==> src/rtl/gpio_serial_port_p.sv <==
// gpio_serial_port_p
//   Half-duplex serial GPIO engine with UART-style framing. A frame is one
//   start bit (0), DWIDTH data bits in a selectable order, and one stop bit (1).
//   Every bit lasts cfg_div+1 rclk cycles.
//   The transmit side takes words from the TX FIFO read side through a
//   valid/ready handshake. The receive side finds a start edge on the
//   synchronised gpio_in, samples each bit near its centre, and writes good
//   words to the RX FIFO through a one-cycle rx_valid pulse.
//
// Ports
//   rclk, rrst_n      clock; asynchronous active-low reset
//   cfg_dir           1 = transmit, 0 = receive (sampled only in IDLE)
//   cfg_div           bit period minus one (captured at frame start)
//   cfg_msb_first     bit order (captured at frame start)
//   tx_data/valid     word offered for transmission
//   tx_ready          word accepted on this cycle's edge when tx_valid is high
//   serial_out/oe     registered pad data / output enable
//   gpio_in           asynchronous serial input
//   rx_data           last correctly framed received word
//   rx_valid          one-cycle pulse when rx_data updates
//   rx_frame_err      one-cycle pulse when a stop bit is sampled low
//   busy              FSM is not idle
module gpio_serial_port_p #(
  parameter int DWIDTH      = 8,
  parameter int DIV_W       = 8,
  parameter int SYNC_STAGES = 2
) (
  input  logic              rclk,
  input  logic              rrst_n,
  input  logic              cfg_dir,
  input  logic [DIV_W-1:0]  cfg_div,
  input  logic              cfg_msb_first,
  input  logic [DWIDTH-1:0] tx_data,
  input  logic              tx_valid,
  output logic              tx_ready,
  output logic              serial_out,
  output logic              serial_oe,
  input  logic              gpio_in,
  output logic [DWIDTH-1:0] rx_data,
  output logic              rx_valid,
  output logic              rx_frame_err,
  output logic              busy
);

  localparam int IDX_W = $clog2(DWIDTH + 1);

  localparam logic [2:0] S_IDLE     = 3'd0;
  localparam logic [2:0] S_TX_START = 3'd1;
  localparam logic [2:0] S_TX_DATA  = 3'd2;
  localparam logic [2:0] S_TX_STOP  = 3'd3;
  localparam logic [2:0] S_RX_START = 3'd4;
  localparam logic [2:0] S_RX_DATA  = 3'd5;
  localparam logic [2:0] S_RX_STOP  = 3'd6;

  localparam logic [IDX_W-1:0] IDX_ONE  = IDX_W'(1);
  localparam logic [IDX_W-1:0] IDX_LAST = IDX_W'(DWIDTH - 1);
  localparam logic [DIV_W-1:0] TMR_ONE  = DIV_W'(1);

  // ---------------------------------------------------------------------------
  // Input synchroniser. Flops reset to 1 (idle line level) so that reset
  // release never looks like a start edge.
  // ---------------------------------------------------------------------------
  logic [SYNC_STAGES-1:0] sync_q;
  logic                   prev_q;
  logic                   line;

  assign line = sync_q[SYNC_STAGES-1];

  always_ff @(posedge rclk or negedge rrst_n) begin
    if (!rrst_n) begin
      sync_q <= '1;
      prev_q <= 1'b1;
    end else begin
      sync_q <= {sync_q[SYNC_STAGES-2:0], gpio_in};
      prev_q <= line;
    end
  end

  // ---------------------------------------------------------------------------
  // Bit-order helpers. The shifter is shared by TX (shift out) and RX
  // (shift in); the engine is half-duplex so they never overlap.
  // ---------------------------------------------------------------------------
  function automatic logic head_bit(input logic [DWIDTH-1:0] w, input logic msb);
    return msb ? w[DWIDTH-1] : w[0];
  endfunction

  function automatic logic [DWIDTH-1:0] shift_out(input logic [DWIDTH-1:0] w,
                                                  input logic msb);
    return msb ? (w << 1) : (w >> 1);
  endfunction

  // LSB-first: new bits enter at the top so the first bit ends up at bit 0.
  // MSB-first: new bits enter at the bottom so the first bit ends up on top.
  function automatic logic [DWIDTH-1:0] shift_in(input logic [DWIDTH-1:0] w,
                                                 input logic msb,
                                                 input logic b);
    return msb ? ((w << 1) | DWIDTH'(b))
               : ((w >> 1) | (DWIDTH'(b) << (DWIDTH - 1)));
  endfunction

  // ---------------------------------------------------------------------------
  // State
  // ---------------------------------------------------------------------------
  logic [2:0]        state_q, state_d;
  logic [DIV_W-1:0]  timer_q, timer_d;
  logic [DIV_W-1:0]  div_q, div_d;
  logic              msb_q, msb_d;
  logic [IDX_W-1:0]  idx_q, idx_d;
  logic [DWIDTH-1:0] shift_q, shift_d;
  logic              sout_q, sout_d;
  logic              soe_q, soe_d;
  logic [DWIDTH-1:0] rxd_q, rxd_d;
  logic              rxv_q, rxv_d;
  logic              rxe_q, rxe_d;
  // Low for the reset cycles only; keeps tx_ready low while in reset even
  // though cfg_dir may already be high.
  logic              run_q;

  logic tick;
  assign tick = (timer_q == '0);

  assign tx_ready     = run_q && (state_q == S_IDLE) && cfg_dir;
  assign busy         = (state_q != S_IDLE);
  assign serial_out   = sout_q;
  assign serial_oe    = soe_q;
  assign rx_data      = rxd_q;
  assign rx_valid     = rxv_q;
  assign rx_frame_err = rxe_q;

  always_comb begin
    state_d = state_q;
    timer_d = timer_q;
    div_d   = div_q;
    msb_d   = msb_q;
    idx_d   = idx_q;
    shift_d = shift_q;
    sout_d  = sout_q;
    soe_d   = soe_q;
    rxd_d   = rxd_q;
    rxv_d   = 1'b0;
    rxe_d   = 1'b0;

    case (state_q)
      S_IDLE: begin
        soe_d  = cfg_dir;
        sout_d = 1'b1;
        if (tx_valid && tx_ready) begin
          shift_d = tx_data;
          div_d   = cfg_div;
          msb_d   = cfg_msb_first;
          timer_d = cfg_div;
          sout_d  = 1'b0;
          state_d = S_TX_START;
        end else if (!cfg_dir && prev_q && !line) begin
          // Half a bit period to land the start sample mid-bit.
          div_d   = cfg_div;
          msb_d   = cfg_msb_first;
          timer_d = cfg_div >> 1;
          idx_d   = '0;
          state_d = S_RX_START;
        end
      end

      S_TX_START: begin
        if (tick) begin
          sout_d  = head_bit(shift_q, msb_q);
          shift_d = shift_out(shift_q, msb_q);
          timer_d = div_q;
          idx_d   = '0;
          state_d = S_TX_DATA;
        end else begin
          timer_d = timer_q - TMR_ONE;
        end
      end

      S_TX_DATA: begin
        if (tick) begin
          timer_d = div_q;
          if (idx_q == IDX_LAST) begin
            sout_d  = 1'b1;
            state_d = S_TX_STOP;
          end else begin
            sout_d  = head_bit(shift_q, msb_q);
            shift_d = shift_out(shift_q, msb_q);
            idx_d   = idx_q + IDX_ONE;
          end
        end else begin
          timer_d = timer_q - TMR_ONE;
        end
      end

      S_TX_STOP: begin
        if (tick) state_d = S_IDLE;
        else      timer_d = timer_q - TMR_ONE;
      end

      S_RX_START: begin
        if (tick) begin
          if (line) begin
            // Line back high mid start bit: glitch, not a frame.
            state_d = S_IDLE;
          end else begin
            timer_d = div_q;
            idx_d   = '0;
            state_d = S_RX_DATA;
          end
        end else begin
          timer_d = timer_q - TMR_ONE;
        end
      end

      S_RX_DATA: begin
        if (tick) begin
          shift_d = shift_in(shift_q, msb_q, line);
          timer_d = div_q;
          if (idx_q == IDX_LAST) state_d = S_RX_STOP;
          else                   idx_d   = idx_q + IDX_ONE;
        end else begin
          timer_d = timer_q - TMR_ONE;
        end
      end

      S_RX_STOP: begin
        if (tick) begin
          if (line) begin
            rxd_d = shift_q;
            rxv_d = 1'b1;
          end else begin
            rxe_d = 1'b1;
          end
          state_d = S_IDLE;
        end else begin
          timer_d = timer_q - TMR_ONE;
        end
      end

      default: state_d = S_IDLE;
    endcase
  end

  always_ff @(posedge rclk or negedge rrst_n) begin
    if (!rrst_n) begin
      state_q <= S_IDLE;
      timer_q <= '0;
      div_q   <= '0;
      msb_q   <= 1'b0;
      idx_q   <= '0;
      shift_q <= '0;
      sout_q  <= 1'b1;
      soe_q   <= 1'b0;
      rxd_q   <= '0;
      rxv_q   <= 1'b0;
      rxe_q   <= 1'b0;
      run_q   <= 1'b0;
    end else begin
      state_q <= state_d;
      timer_q <= timer_d;
      div_q   <= div_d;
      msb_q   <= msb_d;
      idx_q   <= idx_d;
      shift_q <= shift_d;
      sout_q  <= sout_d;
      soe_q   <= soe_d;
      rxd_q   <= rxd_d;
      rxv_q   <= rxv_d;
      rxe_q   <= rxe_d;
      run_q   <= 1'b1;
    end
  end

endmodule

==> config.mk <==
export PLATFORM = sky130hd
export DESIGN_NAME = gpio_serial_port_p
export DESIGN_NICKNAME = d
export VERILOG_FILES = /design/src/rtl/gpio_serial_port_p.sv
export SDC_FILE = /design/constraint.sdc
export NUM_CORES = 1
export LEC_CHECK = 0
export CORE_AREA = 2 2 90 92
export CTS_CLUSTER_SIZE = 14
export DETAILED_ROUTE_END_ITERATION = 16
export DIE_AREA = 0 0 92 94
export PLACE_DENSITY = 0.67
export SLEW_MARGIN = 20
export SYNTH_ARGS = -nofsm -noshare
export SYNTH_HDL_FRONTEND = slang
export SYNTH_SLANG_ARGS = --single-unit
==> constraint.sdc <==
create_clock -name rclk -period 4.9 [get_ports rclk]
set_clock_uncertainty 0.05 [all_clocks]
set_input_delay 0.98 -clock rclk [delete_from_list [all_inputs] [get_ports rclk]]
set_output_delay 0.98 -clock rclk [all_outputs]
set_load 0.005 [all_outputs]
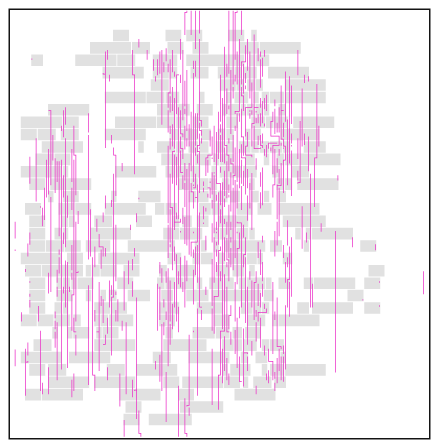
**Above:** run 1 (met2 routing).
nets with wire on the layer	265
wire length on this layer	3,050 um

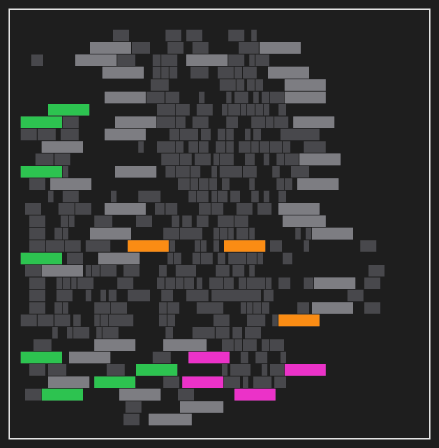
**Above:** run 1 (register map, names as in the netlist).
Other sequential cells in the stronger grey, the rest of the logic in the fainter grey.
colour	name in the netlist	sequential cells
orange	`state_q`	3
magenta	`idx_q`	4
green	`rx_data`	8

==> impl_metrics.yaml, run 1 <==
# yosys + openroad results
status:
  outcome: "finished, final reports clean"
sta:
  max_slew.worst_pin.slew_ns: 0.693
  final-hold-violation-count: 0
  clock.fmax_mhz: 298
  timing.final.crit_share_pct: 68.6
pwr:
  power_density_nw_per_um2: 211
synth:
  synth_top_flop_cell: "dfrtp_1"
  yosysCellCount: 290
  top_cells_by_area: "dfrtp_1, mux2_2, mux2i_1"
  synth_chip_area_sq_um: 2860
detailed_routing:
  drt-wirelength-per-cell_um: 15.6
  initialDrtViolationCount: 288
  route.vias.total: 2283
critical_path:
  path_common_cell: "clkdlybuf4s50_1"
  largest_fanout_on_the_critical_path: 6
  cp.depth: 3
  worst_ep_required_time_ns: 3.87
  worst_path_bufs_invs: 2
  critical_path.cell_chain: "clkdlybuf4s50_1 -> and3_1 -> clkdlybuf4s50_1"
  cpPeakStageDelay_ns: 0.61
global_route:
  globalRouteMet2Util_pct: 25.7
  globalRouteOverflowTotal: 0
  grt_pass1_wl_um: 11400
die:
  dieArea_sq_um: 8650
  die-width_um: 92
  coreArea_sq_um: 7610
clock_tree:
  cts_resized: 0
  cts_max_path_buffers: 2
  cts.sinks: 48
worst_hold_path:
  hold_path_depth: 0
cells_and_area:
  n_antenna_cell: 0
  syn_to_final_growth_pct: 19.0
  design.final.nets: 345
flow_run:
  stage_log_warnings: 26
place:
  placer_congestion_estimate: 0.892
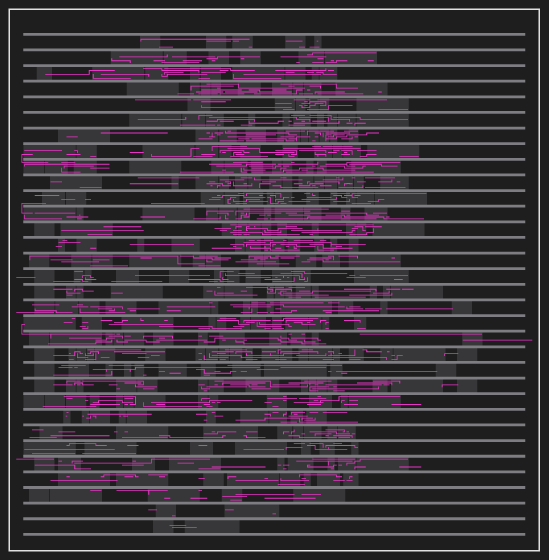
**Above:** run 1 (met1 routing).
Supply wires on this layer in grey.
wire length on this layer	3,150 um
longest straight run	25.8 um
main direction	horizontal
share of all routed wire	48%

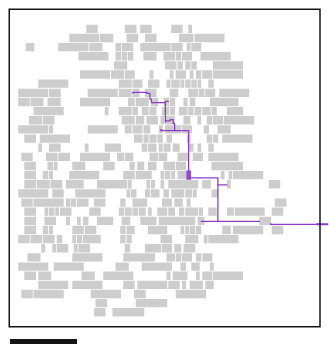
**Above:** run 1 (I/O nets highlighted).
Scale bar: 20 um.
colour	port	bits	direction	edge	end cells	buffers	wire
purple	`busy`	1	output	right	1	1	104 um

-- run 1: cell type report --
cell class	count	area, sq um
Multi-Input combinational cell	215	1550
Sequential cell	48	1210
Clock inverter	2	35.0
Tap cell	102	128
Timing Repair Buffer	39	375
Inverter	12	45.0
Fill cell	746	4200
Clock buffer	6	72.6
-- run 1: layout by cell type (no fill, tap or decap), types with 4 or more instances in the layout --
master / count
buf_4: 4
dfrtp_1: 44
o31ai_1: 4
mux2i_1: 21
mux2_2: 20
a21oi_1: 18
dfstp_2: 4
inv_1: 10
clkdlybuf4s50_1: 34
a22o_1: 5
o21ai_0: 21
nand3_1: 8
and3_1: 5
clkbuf_8: 5
a31oi_1: 4
nand2_1: 16
nor2_1: 23
nor3_1: 7
-- run 1: cell families (layout without fill, tap and decap cells) --
kind of cell,after synthesis,after routing,synth area share (%)
simple gates,86,86,17.0
compound gates,81,81,19.0
flops,48,48,42.1
mux,44,44,16.6
buf+inv,27,59,3.98
fa+ha+maj,2,2,0.874
other cells,1,1,0.131
xor+xnor,1,1,0.306
-- run 1: through the flow --
step                setup WS, ns  hold slack, ns  util [%]
global placement            1.42           0.298      43.3
finish                      1.54           0.314      44.8
detailed placement          1.35           0.297      43.3
CTS                         1.55           0.318      44.7
floorplan                   2.46           0.295         -
global route                1.43           0.321      44.8
-- run 1: routing by layer --
layer,up-vias,part of all wire [%]
met5,-,0
met4,0,1.3
met3,9,5.0
met2,74,46
met1,1073,48
li1,1127,-
-- run 1: final timing paths --
check                                       startpoint                   end  slack, ns
worst max-delay path                           cfg_dir              tx_ready       1.54
worst min-delay path               sync_q[0]$_DFF_PN1_   sync_q[1]$_DFF_PN1_       0.31
worst max register to register  timer_q[0]$_DFFE_PN0P_  idx_q[0]$_DFFE_PN0P_       2.11
worst min register to register     sync_q[0]$_DFF_PN1_   sync_q[1]$_DFF_PN1_       0.31
max in group asynchronous                       rrst_n  idx_q[0]$_DFFE_PN0P_       3.76
min in group asynchronous                       rrst_n  div_q[1]$_DFFE_PN0P_       0.64
-- run 1: registers in the layout, summed over array words and instances, names as in the netlist, 2 cells and up --
signal and cells:
div_q 8, idx_q 4, rx_data 8, shift_q 8, state_q 3, sync_q 2
timer_q 8
-- run 1: where the power goes --
part / switching (W) / total, W / internal (W)
Clock: 0.000131 / 0.000283 / 0.000152
Combinational: 0.0000166 / 0.0000352 / 0.0000186
Sequential: 0.00000180 / 0.000400 / 0.000399
**Run 1: track usage over the die**

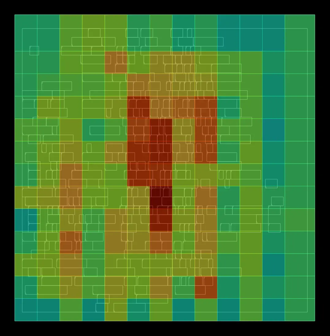

==> run 1 -> run 2 <==
Clock period 4.9 ns to 3.45 ns, I/O delays scaled along.
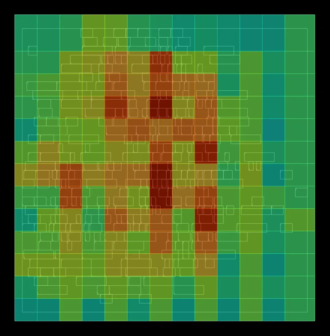
**Above:** run 2 (track usage over the die).
met1 routing resource usage after global routing: 24.4%
post-detailed-route wirelength per cell: 16.3 um
met2 demand-to-capacity share in global routing: 26.3%

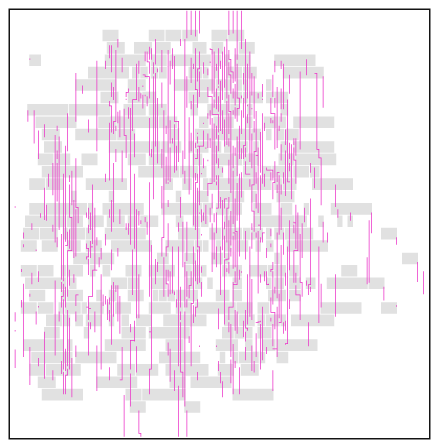
**Above:** run 2 (met2 routing).
main direction	vertical
longest straight run	29.9 um

==> run 2 against run 1 <==
Compared with the run above: highest routed layer unchanged; sequential share of layout area shrank 0.44 points; worst hold slack lost 0.0019 ns; largest power group unchanged; synthesized cell count is the same.
==> impl_metrics.yaml, run 2 <==
# yosys + openroad results
clock_tree:
  cts_max_path_buffers: 2
  cts_resized: 0
  cts.sinks: 48
cells_and_area:
  n_antenna_cell: 0
  utilization_pct: 45.4
  fillerInstances: 756
  most-common-layout-cells: "dfrtp_1, clkdlybuf4s50_1, nor2_1"
  design.final.nets: 349
  syn_to_final_growth_pct: 20.5
  layout_top_cell: "dfrtp_1"
critical_path:
  cp.depth: 7
  ff2ff_setup_slack_ns: 0.68
  reg2reg_to: "shift_q[7]$_DFFE_PN0P_"
  reg2reg_from: "timer_q[0]$_DFFE_PN0P_"
  worst_path_bufs_invs: 1
  largest_fanout_on_the_critical_path: 8
  critical_path.cell_chain: "inv_1 -> ha_1 -> or4b_4 -> nor2_1 -> a22oi_1 -> o21ai_4 -> mux2_4"
  worst_ep_required_time_ns: 3.60
  cpPeakStageDelay_ns: 0.52
synth:
  synth_top_flop_cell: "dfrtp_1"
  top_cells_by_area: "dfrtp_1, mux2_2, mux2i_1"
  yosysCellCount: 290
global_route:
  maximum_number_of_pins_on_one_net_before_global_route_repair: 49
  globalRouteOverflowTotal: 0
  grt_pass1_wl_um: 12000
worst_hold_path:
  min_delay_startpoint: "sync_q[0]$_DFF_PN1_"
  holdPathEnd: "sync_q[1]$_DFF_PN1_"
  hold_path_depth: 0
place:
  placer_congestion_estimate: 0.972
sta:
  clock.fmax_mhz: 361
  final-hold-violation-count: 0
  timing.final.crit_share_pct: 80.3
  max_slew.worst_pin.slew_ns: 0.606
  slew_violations: 0
pwr:
  clock_power_share_pct: 41.5
  power_density_nw_per_um2: 307
  p_switching_w: 0.000229
  share_seq_of_total_power_pct: 53.7
  power_frac_comb_pct: 4.8
  internal_power_w: 0.000830
  switching_share_pct: 21.6
detailed_routing:
  route.vias.total: 2368
  initialDrtViolationCount: 303
  detail_route.wirelength_um: 6970
die:
  dieArea_sq_um: 8650
  coreArea_sq_um: 7610
  die-width_um: 92
status:
  outcome: "finished, final reports clean"
run 2: cell types whose count changed in the layout (fill, tap and decap cells not counted):
cell,previous run,this run
clkbuf_8,5,6
buf_4,4,9
mux2i_1,21,22
clkinv_2,1,0
clkbuf_1,1,0
clkbuf_2,1,0
mux2i_2,1,0
clkinv_4,0,1
run 2: worst reg2reg max path: stages (launching register included):
cell and delay, ns:
dfrtp_1 0.45, inv_1 0.10, ha_1 0.26, or4b_4 0.52, nor2_1 0.39, a22oi_1 0.20, o21ai_4 0.35, mux2_4 0.33
run 2: metal layers:
metal	vias to the layer above	share of wire (%)	track usage, %
met5	-	0	0
met4	0	1.4	7.96
met3	7	7.3	3.77
met2	87	45	26.3
met1	1136	47	24.4
li1	1138	-	-
run 2: how the worst max path moves through the flow:
stage | startpoint | end | slack, ns
6_report | timer_q[0]$_DFFE_PN0P_ | shift_q[7]$_DFFE_PN0P_ | 0.68
5_1_grt | timer_q[1]$_DFFE_PN0P_ | shift_q[7]$_DFFE_PN0P_ | 0.45
4_1_cts | cfg_dir | tx_ready | 0.68
3_5_place_dp | cfg_dir | timer_q[3]$_DFFE_PN0P_ | 0.65
3_3_place_gp | cfg_dir | tx_ready | 0.66
2_1_floorplan | timer_q[0]$_DFFE_PN0P_ | idx_q[0]$_DFFE_PN0P_ | 1.05
run 2: per-stage QoR:
stage	cells	hold WS (ns)	area [sq um]	worst slack (ns)
floorplan	290	0.295	2860	1.05
global placement	420	0.297	3330	0.658
detailed placement	420	0.300	3330	0.655
CTS	428	0.314	3450	0.679
global route	428	0.318	3450	0.450
finish	428	0.312	3450	0.681
run 2: power by group through the flow:
stage | sequential, W | combinational (W) | clock [W]
CTS | 0.000569 | 0.0000518 | 0.000453
floorplan | 0.000578 | 0.0000113 | 0
global route | 0.000569 | 0.0000570 | 0.000475
detailed placement | 0.000579 | 0.0000518 | 0
global placement | 0.000579 | 0.0000517 | 0
finish | 0.000568 | 0.0000510 | 0.000439
run 2: logic make-up after synthesis:
kind of cell | count (synthesis) | share of synthesized area [%]
buffers and inverters | 27 | 3.98
AND/OR/NAND/NOR | 86 | 17.0
XOR/XNOR | 1 | 0.306
other | 1 | 0.131
AND-OR/OR-AND | 81 | 19.0
adder cells (fa/ha/maj) | 2 | 0.874
multiplexers | 44 | 16.6
flip-flops | 48 | 42.1
run 2: cell type report:
type                       count  area [sq um]  area share [%]
multi-input combinational    215          1540            44.7
sequential                    48          1210            34.9
timing repair buffer          43           408            11.8
tap                          102           128            3.70
clock buffer                   6          82.6            2.39
inverter                      12          45.0            1.30
clock inverter                 2          38.8            1.12
**Run 2: met1 routing**

Supply wires on this layer in grey.
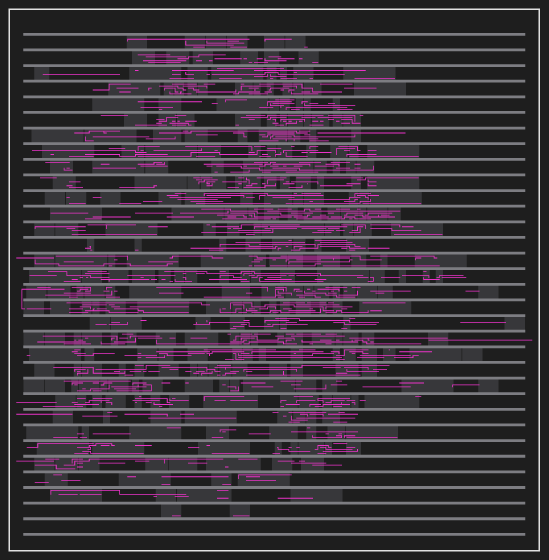

==> run 2 -> run 3 <==
Settings changed: PLACE_DENSITY 0.67 to 0.69.
Clock period 3.45 ns to 2.4 ns, I/O delays scaled along.
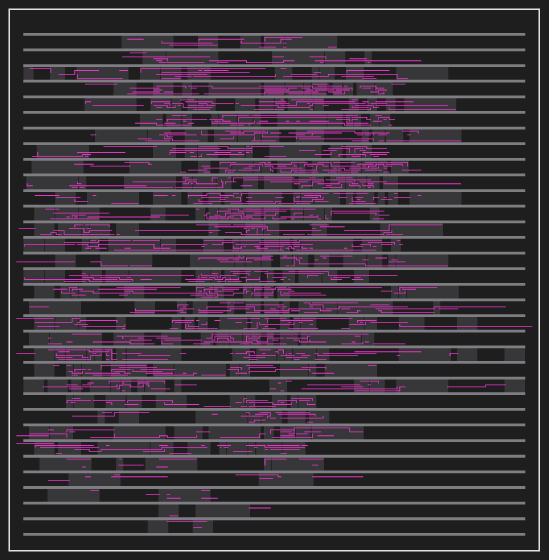
**Above:** run 3 (met1 routing).
Supply wires on this layer in grey.
main direction	horizontal
wire length on this layer	3,350 um
longest straight run	29.4 um
share of all routed wire	47%
nets with wire on the layer	332

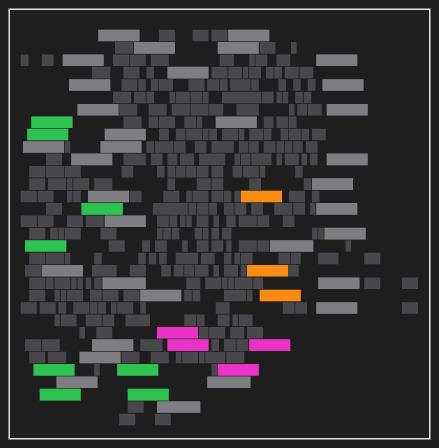
**Above:** run 3 (register map, names as in the netlist).
Other sequential cells in the stronger grey, the rest of the logic in the fainter grey.
colour	name in the netlist	sequential cells
orange	`state_q`	3
green	`rx_data`	8
magenta	`idx_q`	4
not coloured	33

==> run 3 against run 2 <==
Compared with the run above: synthesized cell count unchanged; largest power group unchanged; worst hold slack got worse by 0.095 ns; total power is 31% higher; critical endpoint is now tx_ready; final cell count up 4.0%; critical path type is now register to output pin; via count rose by 4.0%; first-iteration DRC count is 26% lower; count of clock-buffer cells in the layout did not move; sequential share of layout area down 1.1 points; critical path depth is 4 lower.
==> impl_metrics.yaml, run 3 <==
# yosys + openroad results
cells_and_area:
  layoutNonFillerInstCount: 445
  design.final.nets: 366
  n_antenna_cell: 0
  most-common-layout-cells: "dfrtp_1, clkdlybuf4s50_1, buf_4"
  syn_to_final_growth_pct: 24.5
detailed_routing:
  wl_met1_um: 3350
  detail_route.wirelength_um: 7130
  drt-wirelength-per-cell_um: 16.0
  initialDrtViolationCount: 225
  route.vias.total: 2463
  dr_wl_met3_um: 502
  maxUsedRoutingLayer: "met4"
  wl_met2_um: 3200
synth:
  yosysCellCount: 290
  post_synth_mux_area_share_pct: 16.6
  top_cells_by_area: "dfrtp_1, mux2_2, mux2i_1"
  netlist_instances: 290
  ys_sh_aoi_pct: 19.0
  synth_top_flop_cell: "dfrtp_1"
  synthAdderAreaFrac_pct: 0.874
  synth.comb.largest_family: "AND-OR/OR-AND gates"
  xor_share_pct: 0.306
  synthSimpleGateAreaFrac_pct: 17.0
global_route:
  globalRouteOverflowTotal: 0
  grt_pass1_wl_um: 12100
  maximum_number_of_pins_on_one_net_before_global_route_repair: 49
  via_count_of_the_first_global_routing_pass: 2328
sta:
  max_slew.worst_pin.slew_ns: 0.612
  final-hold-violation-count: 0
  setup_slack_ns: 0.146
  clock.fmax_mhz: 444
  slew_violations: 0
  timing.final.crit_share_pct: 93.9
place:
  number_of_buffer_cells_added_on_primary_ports: 35
  placer_congestion_estimate: 0.876
  placedCellCount: 435
  pre_cts_ws_ns: -0.0360
critical_path:
  largest_fanout_on_the_critical_path: 3
  worst_ep_required_time_ns: 1.87
  critical_path.cell_chain: "nor3_2 -> and3_1 -> clkdlybuf4s50_1"
clock_tree:
  cts.sinks: 48
  path_clk_slew_ns: 0.09
  cts_max_path_buffers: 2
die:
  floorplan.core_util_pct: 37.6
  die-width_um: 92
  dieArea_sq_um: 8650
  coreArea_sq_um: 7610
status:
  outcome: "finished, final reports clean"
pwr:
  power_density_nw_per_um2: 389
run 3: cell counts after synthesis:
Identical to the previous run, type by type.
run 3: metrics by stage:
stage	instance area [sq um]	utilization [%]	total power [W]
after floorplan	2870	-	0.000847
after global placement	3450	45.3	0.000909
after detailed placement	3450	45.3	0.000909
after CTS	3530	46.5	0.00140
after global routing	3570	46.9	0.00145
final	3570	46.9	0.00139
run 3: final cells by class:
cell class | instances | area, sq um
clock inverters | 2 | 16.3
flip-flops and latches | 48 | 1210
clock buffers | 6 | 72.6
repair buffers | 60 | 536
fillers | 733 | 4040
well taps | 102 | 128
inverters | 12 | 45.0
multi-input cells | 215 | 1560
run 3: worst max-delay path, delay by kind of cell (launching register included):
family | cells | cell delay (ns)
buf+inv | 1 | 0.52
simple gates | 2 | 0.50
flops | 1 | 0.40
run 3: where the power goes:
part / switching, W / leakage, nW / total [W] / internal (W)
clock: 0.000288 / 0.0414 / 0.000495 / 0.000208
sequential: 0.00000436 / 0.604 / 0.000818 / 0.000814
combinational: 0.0000356 / 0.859 / 0.0000748 / 0.0000391
run 3: repair_timing:
action	4_1_cts	5_1_grt
gates resized	0	3
setup buffers	0	2
endpoints found under the setup margin	0	12
hold buffers	0	0
run 3: metal layers:
metal / global-route usage [%] / vias up
met3: 2.89 / 7
met2: 26.5 / 90
met1: 25.7 / 1195
li1: - / 1171
met5: 0 / -
met4: 5.35 / 0
run 3: final timing paths:
path / start / end / slack, ns / cells after the start
setup reg to reg: timer_q[0]$_DFFE_PN0P_ / shift_q[3]$_DFFE_PN0P_ / 0.17 / 8
hold / removal: rrst_n / div_q[0]$_DFFE_PN0P_ / 0.22 / 2
max in group asynchronous: rrst_n / state_q[2]$_DFFE_PN0P_ / 1.67 / 2
setup / recovery: state_q[1]$_DFFE_PN0P_ / tx_ready / 0.15 / 3
hold reg to reg: sync_q[0]$_DFF_PN1_ / sync_q[1]$_DFF_PN1_ / 0.32 / 0
min in group rclk: sync_q[0]$_DFF_PN1_ / sync_q[1]$_DFF_PN1_ / 0.32 / 0
run 3: logic make-up (layout without fill, tap and decap cells):
group | after synthesis | count (layout)
simple gates | 86 | 86
xor+xnor | 1 | 1
compound gates | 81 | 81
other cells | 1 | 1
buf+inv | 27 | 80
flops | 48 | 48
fa+ha+maj | 2 | 2
mux | 44 | 44
Power and IR drop assume default switching activity.
